### config.mk
export PLATFORM = sky130hd
export DESIGN_NAME = hitmem_fill
export DESIGN_NICKNAME = d
export VERILOG_FILES = /design/src/rtl/hitmem_fill.sv
export SDC_FILE = /design/constraint.sdc
export NUM_CORES = 1
export LEC_CHECK = 0
export CORE_ASPECT_RATIO = 1.5
export CORE_MARGIN = 2
export CORE_UTILIZATION = 40
export DETAILED_ROUTE_END_ITERATION = 8
export PLACE_DENSITY = 0.88
export SYNTH_ARGS = -nofsm -noshare
export SYNTH_HDL_FRONTEND = slang
export SYNTH_SLANG_ARGS = --single-unit
export TNS_END_PERCENT = 1
### constraint.sdc
create_clock -name clock -period 2.9 [get_ports clock]
set_input_delay 0.435 -clock clock [delete_from_list [all_inputs] [get_ports clock]]
set_output_delay 0.435 -clock clock [all_outputs]
set_load 0.1 [all_outputs]
### src/rtl/hitmem_fill.sv
// Write side of the per-layer hit memory: stores one event's hits from address 0,
// then holds the hit count for the reader until it releases the event.
module hitmem_fill #(
    parameter int DATA_W   = 21,
    parameter int ADDR_W   = 5,
    parameter int MAX_HITS = 31
) (
    input  logic              clock,
    input  logic              reset,
    input  logic [DATA_W-1:0] in_data,
    input  logic              in_valid,
    input  logic              in_ee,
    output logic              in_ready,
    output logic              wr_en,
    output logic [ADDR_W-1:0] wr_addr,
    output logic [DATA_W-1:0] wr_data,
    output logic              evt_valid,
    output logic [ADDR_W-1:0] nhits,
    output logic              evt_empty,
    output logic              overflow,
    input  logic              rd_done
);

    localparam logic [ADDR_W-1:0] CNT_MAX = ADDR_W'(MAX_HITS);

    typedef enum logic {
        S_FILL = 1'b0,
        S_HOLD = 1'b1
    } state_t;

    state_t state_q, state_d;

    logic [ADDR_W-1:0] count_q, count_d;
    logic [ADDR_W-1:0] nhits_q, nhits_d;
    logic              empty_q, empty_d;
    logic              ovf_q, ovf_d;
    logic              wr_en_q, wr_en_d;
    logic [ADDR_W-1:0] wr_addr_q, wr_addr_d;
    logic [DATA_W-1:0] wr_data_q, wr_data_d;

    logic accept, hit_acc, ee_acc, hit_wr, hit_ovf, release_evt;

    assign accept      = in_valid & (state_q == S_FILL);
    assign hit_acc     = accept & ~in_ee;
    assign ee_acc      = accept & in_ee;
    assign hit_wr      = hit_acc & (count_q != CNT_MAX);
    assign hit_ovf     = hit_acc & (count_q == CNT_MAX);
    assign release_evt = (state_q == S_HOLD) & rd_done;

    always_ff @(posedge clock) begin
        if (reset) begin
            state_q <= S_FILL;
        end else begin
            state_q <= state_d;
        end
    end

    always_comb begin
        state_d = state_q;
        case (state_q)
            S_FILL:  if (ee_acc) state_d = S_HOLD;
            S_HOLD:  if (rd_done) state_d = S_FILL;
            default: state_d = S_FILL;
        endcase
    end

    // Hits beyond CNT_MAX are dropped; the count saturates so nhits never wraps.
    always_comb begin
        count_d   = count_q;
        nhits_d   = nhits_q;
        empty_d   = empty_q;
        ovf_d     = ovf_q;
        wr_en_d   = hit_wr;
        wr_addr_d = wr_addr_q;
        wr_data_d = wr_data_q;
        if (hit_wr) begin
            count_d   = count_q + ADDR_W'(1);
            wr_addr_d = count_q;
            wr_data_d = in_data;
        end
        if (hit_ovf) begin
            ovf_d = 1'b1;
        end
        if (ee_acc) begin
            nhits_d = count_q;
            empty_d = (count_q == '0);
        end
        if (release_evt) begin
            count_d = '0;
            nhits_d = '0;
            empty_d = 1'b0;
            ovf_d   = 1'b0;
        end
    end

    always_ff @(posedge clock) begin
        if (reset) begin
            count_q   <= '0;
            nhits_q   <= '0;
            empty_q   <= 1'b0;
            ovf_q     <= 1'b0;
            wr_en_q   <= 1'b0;
            wr_addr_q <= '0;
            wr_data_q <= '0;
        end else begin
            count_q   <= count_d;
            nhits_q   <= nhits_d;
            empty_q   <= empty_d;
            ovf_q     <= ovf_d;
            wr_en_q   <= wr_en_d;
            wr_addr_q <= wr_addr_d;
            wr_data_q <= wr_data_d;
        end
    end

    always_comb begin
        in_ready  = (state_q == S_FILL);
        evt_valid = (state_q == S_HOLD);
        wr_en     = wr_en_q;
        wr_addr   = wr_addr_q;
        wr_data   = wr_data_q;
        nhits     = nhits_q;
        evt_empty = empty_q;
        overflow  = ovf_q;
    end

endmodule

==> impl_metrics.tcl <==
# metrics dict for downstream scripts
set metrics [dict create \
    timing.fmax_mhz 426 \
    clockBufferDepth 2 \
    total_power_w 0.00117 \
    fp.dieW_um 53.4 \
    synth_nets 206 \
    worstPathCellList "ha_1 -> and3_1 -> ha_1 -> or4b_1 -> or3_1 -> a21oi_1" \
    detail-route-antenna-nets 0 \
    power_leader "sequential cells" \
    warnings 27 \
    postCtsSetupBuffers 0 \
    synth_area_um2 1460 \
    critPathLaunchType "flop" \
    nNetsFinal 265 \
    synth_cells 177 \
    reg2reg_depth 6 \
    num_antenna_cells 0 \
    peakVddDrop_v 0.000475 \
    ff2ff_setup_slack_ps 550 \
    wl_mm 3.37 \
    worstPathMaxFanout 14 \
    top_logic_kind "simple AND/OR/NAND/NOR gates" \
    place_area_um2 2020 \
    antenna_found_initial 0 \
    fin_area_um2 2100 \
    status "finished clean" \
    vias_per_cell 4.88 \
    dp.cells 271 \
    ios 62 \
    combPwrFrac 0.213 \
    crit_buf_inv 0 \
]
## metal layers
layer,global-route usage,up-vias,routed length [um]
met4,0.0692,0,46
li1,-,691,-
met2,0.310,37,1880
met1,0.186,625,1270
met5,0,-,0
met3,0.0513,4,171
## flip-flops by register name, indices dropped and copies added, names as in the netlist
signal and count:
overflow 1, nhits 5, evt_valid 1, wr_en 1, count_q 5, wr_addr 5, evt_empty 1, wr_data 21
## tightest hold or removal path, cell delays in order, from the launching register on
cell and delay [ps]:
dfxtp_1 310, nand2_1 50, a21oi_1 50
## Yosys cell counts
cell      count  area, um^2
or3_1         2        12.5
a21oi_1      33         165
nand3_1       1        5.00
nand2_1      58         218
dfxtp_1      40         801
or4b_1        1        10.0
buf_2         2        10.0
clkbuf_1     10        37.5
mux2i_1       6        60.1
nor2_1        8        30.0
nor3b_1       1        7.51
ha_1          3        37.5
nand3b_1      1        7.51
o21ai_0       2        10.0
nor4b_1       2        17.5
nand2b_1      1        6.26
inv_1         4        15.0
and3_1        1        6.26
a21o_1        1        7.51
## area by class of cell
type	instances	area, um^2
fill	320	1350
sequential	40	801
multi-input combinational	121	607
timing repair buffer	64	543
clock buffer	6	72.6
tap	42	52.6
inverter	4	15.0
clock inverter	1	5.00
## worst max-delay path by stage
stage                                  startpoint                       to  depth (start not counted)
final                     count_q[0]$_SDFFE_PP0P_  count_q[3]$_SDFFE_PP0P_                          6
after global routing      count_q[0]$_SDFFE_PP0P_  count_q[3]$_SDFFE_PP0P_                          6
after CTS                 count_q[0]$_SDFFE_PP0P_  count_q[3]$_SDFFE_PP0P_                          6
after detailed placement                    in_ee  count_q[3]$_SDFFE_PP0P_                          4
after global placement                      in_ee  count_q[3]$_SDFFE_PP0P_                          4
after floorplan              evt_valid$_SDFF_PP0_                 in_ready                          1
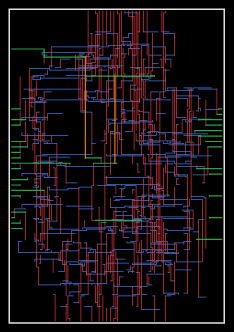
(images/metal_stack.png)
(4 px per um)
| layer | color | wire length |
|---|---|---|
| met2 | red | 1880 um |
| met1 | blue | 1270 um |
| met4 | orange | 46.9 um |
| met3 | green | 172 um |

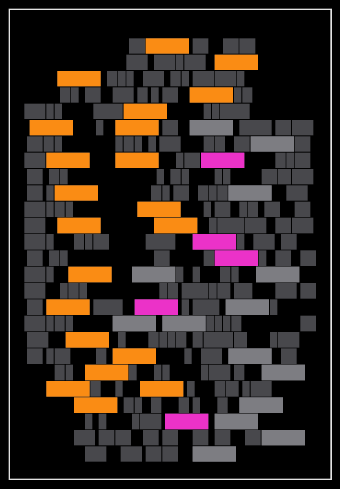
(images/registers.png)
(6 px per um) Other sequential cells in the stronger gray, the rest of the logic in the fainter gray.
| signal | color | placed flops |
|---|---|---|
| `wr_data` | orange | 21 |
| `wr_addr` | magenta | 5 |
not colored: 14

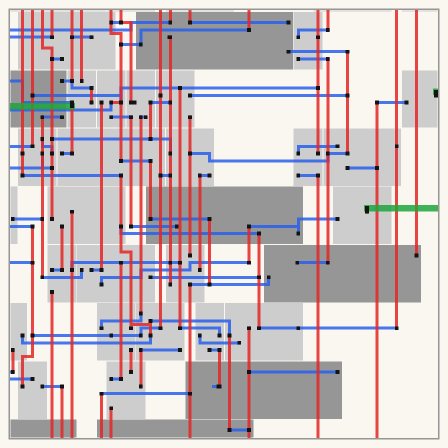
(images/zoom.png)
Region (30, 10) to (50, 30) um. Cells in gray, sequential cells in the stronger gray; small squares are vias.
| layer | color |
|---|---|
| met2 | red |
| met3 | green |
| met1 | blue |
most frequent: nor2_1 (5), mux2i_1 (4), dfxtp_1 (4)
netlist names of flops here include: `nhits` (2)
sequential cells in the window: 4
cells with their middle in the window: 28

